**config.mk**
```make
export PLATFORM = sky130hd
export DESIGN_NAME = cache_arbiter
export DESIGN_NICKNAME = d
export VERILOG_FILES = /design/src/rtl/cache_arb_pkg.sv /design/src/rtl/cache_arbiter.sv
export SDC_FILE = /design/constraint.sdc
export NUM_CORES = 1
export LEC_CHECK = 0
export CAP_MARGIN = 20
export CELL_PAD_IN_SITES_DETAIL_PLACEMENT = 0
export CELL_PAD_IN_SITES_GLOBAL_PLACEMENT = 1
export CORE_AREA = 5 5 535 537
export CTS_BUF_LIST = sky130_fd_sc_hd__clkbuf_4 sky130_fd_sc_hd__clkbuf_8 sky130_fd_sc_hd__clkbuf_16
export CTS_CLUSTER_DIAMETER = 150
export DETAILED_ROUTE_END_ITERATION = 7
export DIE_AREA = 0 0 540 542
export PLACE_DENSITY = 0.3
export REMOVE_ABC_BUFFERS = 1
export SLEW_MARGIN = 15
export SYNTH_ARGS = -nofsm -noshare
export SYNTH_HDL_FRONTEND = slang
export SYNTH_SLANG_ARGS = --single-unit
```
**constraint.sdc**
```tcl
create_clock -name clk -period 1.8 [get_ports clk]
set_input_delay 0.36 -clock clk [delete_from_list [all_inputs] [get_ports clk]]
set_output_delay 0.36 -clock clk [all_outputs]
set_load 0.02 [all_outputs]
```
**src/rtl/cache_arb_pkg.sv**
```systemverilog
// Purpose : shared types for the I/D-cache to physical-memory arbiter.
// Latency : n/a (types, constants and a pure helper function only).
// Backpr. : n/a.
//
// Contents: arbiter state encoding, requester identity, default bus widths
// and the round-robin pick used when the arbiter is idle.
package cache_arb_pkg;

    localparam int DEF_ADDR_WIDTH = 32;
    localparam int DEF_LINE_WIDTH = 256;

    typedef enum logic [1:0] {
        ARB_IDLE   = 2'd0,
        ARB_ICACHE = 2'd1,
        ARB_DCACHE = 2'd2
    } arb_state_t;

    typedef enum logic {
        REQ_ICACHE = 1'b0,
        REQ_DCACHE = 1'b1
    } requester_t;

    // Round-robin choice between the two requesters. Only meaningful when at
    // least one of them is requesting; with a single requester it wins
    // outright, with both the one that did not win last time is chosen.
    function automatic requester_t rr_pick(
        input logic       i_req,
        input logic       d_req,
        input requester_t last
    );
        if (i_req && d_req) begin
            return (last == REQ_ICACHE) ? REQ_DCACHE : REQ_ICACHE;
        end else if (i_req) begin
            return REQ_ICACHE;
        end else begin
            return REQ_DCACHE;
        end
    endfunction

endpackage

```
**src/rtl/cache_arbiter.sv**
```systemverilog
// Purpose : shares the single line-wide memory port between icache and dcache.
// Latency : request seen in IDLE at cycle N -> memory request from cycle N+1;
//           one IDLE cycle after every memory response.
// Backpr. : requesters hold a level request until their own resp pulse; the
//           loser simply waits, nothing is queued inside the arbiter.
//
// Ports:
//   clk, rst                      clock, synchronous active-low reset
//   i_pmem_read/address           icache line-read request (level)
//   i_pmem_rdata/resp             line data and completion pulse to icache
//   d_pmem_read/write/address/wdata  dcache line read / writeback request
//   d_pmem_rdata/resp             line data and completion pulse to dcache
//   pmem_read/write/address/wdata request to memory for the granted side
//   pmem_rdata/resp               line data and completion from memory
module cache_arbiter
    import cache_arb_pkg::*;
#(
    parameter int ADDR_WIDTH = DEF_ADDR_WIDTH,
    parameter int LINE_WIDTH = DEF_LINE_WIDTH
) (
    input  logic                  clk,
    input  logic                  rst,

    input  logic                  i_pmem_read,
    input  logic [ADDR_WIDTH-1:0] i_pmem_address,
    output logic [LINE_WIDTH-1:0] i_pmem_rdata,
    output logic                  i_pmem_resp,

    input  logic                  d_pmem_read,
    input  logic                  d_pmem_write,
    input  logic [ADDR_WIDTH-1:0] d_pmem_address,
    input  logic [LINE_WIDTH-1:0] d_pmem_wdata,
    output logic [LINE_WIDTH-1:0] d_pmem_rdata,
    output logic                  d_pmem_resp,

    output logic                  pmem_read,
    output logic                  pmem_write,
    output logic [ADDR_WIDTH-1:0] pmem_address,
    output logic [LINE_WIDTH-1:0] pmem_wdata,
    input  logic [LINE_WIDTH-1:0] pmem_rdata,
    input  logic                  pmem_resp
);

    arb_state_t state;
    requester_t last_grant;

    logic       i_req;
    logic       d_req;
    requester_t pick;

    assign i_req = i_pmem_read;
    assign d_req = d_pmem_read | d_pmem_write;
    assign pick  = rr_pick(i_req, d_req, last_grant);

    // Grant FSM. Requests are only looked at in IDLE; once granted the
    // arbiter is locked to that side until memory signals completion, even
    // if the requester misbehaves and drops its request early. last_grant
    // resets to the dcache so the first contended grant goes to the icache.
    always_ff @(posedge clk) begin
        if (!rst) begin
            state      <= ARB_IDLE;
            last_grant <= REQ_DCACHE;
        end else begin
            case (state)
                ARB_IDLE: begin
                    if (i_req || d_req) begin
                        state      <= (pick == REQ_ICACHE) ? ARB_ICACHE : ARB_DCACHE;
                        last_grant <= pick;
                    end
                end
                ARB_ICACHE, ARB_DCACHE: begin
                    if (pmem_resp) begin
                        state <= ARB_IDLE;
                    end
                end
                default: begin
                    state <= ARB_IDLE;
                end
            endcase
        end
    end

    // Output steering depends only on the registered state, so there is no
    // combinational path from a request through the arbitration decision to
    // the memory strobes. In IDLE everything is quiet, which also keeps a
    // stray pmem_resp from being forwarded to either cache.
    always_comb begin
        pmem_read    = 1'b0;
        pmem_write   = 1'b0;
        pmem_address = '0;
        pmem_wdata   = '0;
        i_pmem_rdata = '0;
        i_pmem_resp  = 1'b0;
        d_pmem_rdata = '0;
        d_pmem_resp  = 1'b0;
        case (state)
            ARB_ICACHE: begin
                pmem_read    = i_pmem_read;
                pmem_address = i_pmem_address;
                i_pmem_rdata = pmem_rdata;
                i_pmem_resp  = pmem_resp;
            end
            ARB_DCACHE: begin
                // Read and write are passed through as driven; an illegal
                // read+write from the dcache reaches memory unchanged.
                pmem_read    = d_pmem_read;
                pmem_write   = d_pmem_write;
                pmem_address = d_pmem_address;
                pmem_wdata   = d_pmem_wdata;
                d_pmem_rdata = pmem_rdata;
                d_pmem_resp  = pmem_resp;
            end
            default: begin
            end
        endcase
    end

endmodule

```
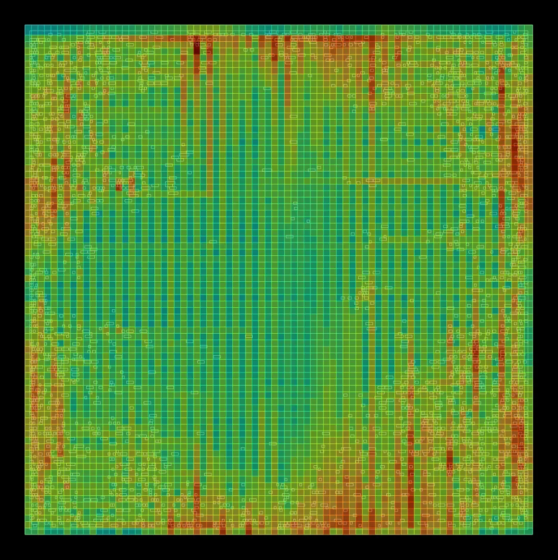
*Track usage over the die*
global-route track usage on met3: 0.0435
met2 Usage GRT: 0.222
total routing usage reported by global routing: 0.138
Finished Core Util: 0.123

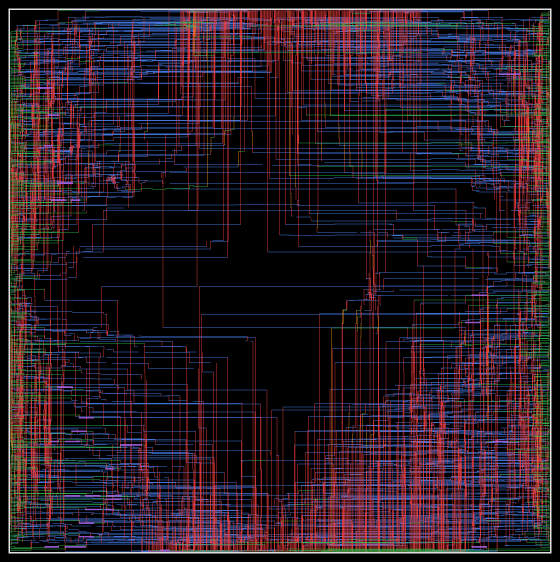
*Routed metal, one color a layer*
Scale: 1 px per um.
[orange] M4 | wire length: 1780 um
[green] M3 | wire length: 17100 um
[red] M2 | wire length: 95.5 mm
[blue] M1 | wire length: 98.7 mm
[purple] M5 | wire length: 376 um

==> impl_metrics.toml <==
# yosys + openroad results
[min_path]
holdCritPathClass = "register to register"
hold_path_end = "last_grant$_SDFFE_PN1P_"

[die]
die_width_um = 540
floorplan.initialDensity = 0.0214
die.size.y_um = 542
io-pin-count = 1386

[layout]
fillers = 32200
layout_cells_sized_above_1 = 0.554
flow.area_growth_from_synthesis_pct = 474
final-seq-area_um2 = 62.6
final_design_area_no_fill_um2 = 34500
area.combinational_um2 = 6230

[logic_synthesis]
synth.yosys.warnings = 0
seq_area_frac_synth = 0.00999
syn_inst = 954
logic_family = "simple AND/OR/NAND/NOR gates"
synth-area-yosys_um2 = 6010
synth_stat.cells = 954
yosys.area_share.adder = 0.00624

[run_status]
violated_checks = "setup timing"
run_status = "complete, but fails checks"

[sta]
timing.final.setup_violations = 798
postLayoutSetupSlackWorst_ns = -0.529
clock-skew-final_ns = 0.000309
tightestPinTransition_ns = 0.543
finalWorstPathRequiredPeriod_ns = 2.33
final_min_period_over_clock_period = 1.29

[setup_path]
timing.critical_path.buf_inv = 5
crit_fanout = 5
cp-end-kind = "primary output"
criticalPathCategory = "register to primary output"
timing.critical_path.arrival_ns = 1.97
regToRegEndpoint = "state[0]$_SDFFE_PN0P_"
slowest_stage = "a22oi_2"
cpLargestDelayFamily = "buffers and inverters"
critical_path.cell_chain = "buf_6 -> ha_4 -> buf_12 -> buf_16 -> buf_6 -> a22oi_2 -> nor2b_2 -> buf_12"
rr_worst_depth = 8

[run]
warning_count = 29

[clock_tree]
path_clk_slew_ns = 0.03
htree_num_levels = 1

[placed_design]
hpwl_um = 193000

[route]
detail-route-antenna-nets = 0
dr.first_iter.drc_count = 512

[global_route]
grt_overflow = 0
[Yosys cell counts, drive strengths merged]
master	n	area share
nand2	1	0.00062
nor2b	34	0.035
a221o	1	0.0017
clkbuf	79	0.064
a21o	1	0.0012
nor2	2	0.0012
inv	3	0.0019
nand3	1	0.00083
and2	771	0.80
ha	3	0.0062
nand4	1	0.0010
a22oi	33	0.043
dfxtp	3	0.010
a21boi	1	0.0012
nand2b	1	0.0015
o32ai	2	0.0029
buf	17	0.025
[worst max-delay path by stage]
| stage | startpoint | end |
|---|---|---|
| final | state[1]$_SDFFE_PN0P_ | pmem_address[10] |
| after global routing | state[1]$_SDFFE_PN0P_ | pmem_address[10] |
| after CTS | state[1]$_SDFFE_PN0P_ | pmem_address[10] |
| after detailed placement | d_pmem_address[18] | pmem_address[18] |
| after global placement | d_pmem_address[18] | pmem_address[18] |
| after floorplan | state[0]$_SDFFE_PN0P_ | pmem_address[23] |
[power breakdown]
group / total, mW / internal, mW / switching (mW)
Combinational: 16.8 / 8.79 / 7.99
Sequential: 0.0881 / 0.0790 / 0.00907
Clock: 0.367 / 0.307 / 0.0595
Total: 17.2 / 9.18 / 8.06
[cell families after synthesis]
family	count (synthesis)
AND-OR/OR-AND	38
AND/OR/NAND/NOR	811
buffers and inverters	99
adder cells (fa/ha/maj)	3
flip-flops	3
[area by class of cell]
class / instances / share of cell area
clock buffer: 4 / 0.00239
antenna: 19 / 0.00138
timing repair buffer: 1764 / 0.678
multi-input combinational: 852 / 0.180
inverter: 3 / 0.000326
tap: 3743 / 0.136
sequential: 3 / 0.00181
[metal layers]
metal  wire [um]  GRT usage  part of all wire
met5         376          0            0.0018
met4        1780    0.00652            0.0083
met2       95500      0.222              0.45
met1       98700      0.188              0.46
met3       17100     0.0435             0.080
[registers in the layout, summed over array words and instances, names as in the netlist]
name        flops
state           2
last_grant      1
[through the flow]
stage | std cells | worst slack, ns | utilization | power [mW] | setup TNS (ns)
after floorplan | 858 | -5.88 | - | 3.80 | -3683.14
after global placement | 6259 | -0.709 | 0.113 | 14.9 | -190.97
after detailed placement | 6259 | -0.699 | 0.113 | 14.8 | -197.73
after CTS | 6344 | -0.619 | 0.120 | 17.0 | -300.24
after global routing | 6369 | -0.574 | 0.123 | 18.1 | -296.43
final | 6388 | -0.529 | 0.123 | 17.2 | -241.72
[timing repair]
item,CTS,global route
setup buffers,60,31
gates resized,878,426
pin swaps,6,10
gates cloned,30,18
endpoints found under the hold margin,0,0
setup endpoints to repair,804,804
Power figures rest on the tool's default switching activity, not on a simulated workload.
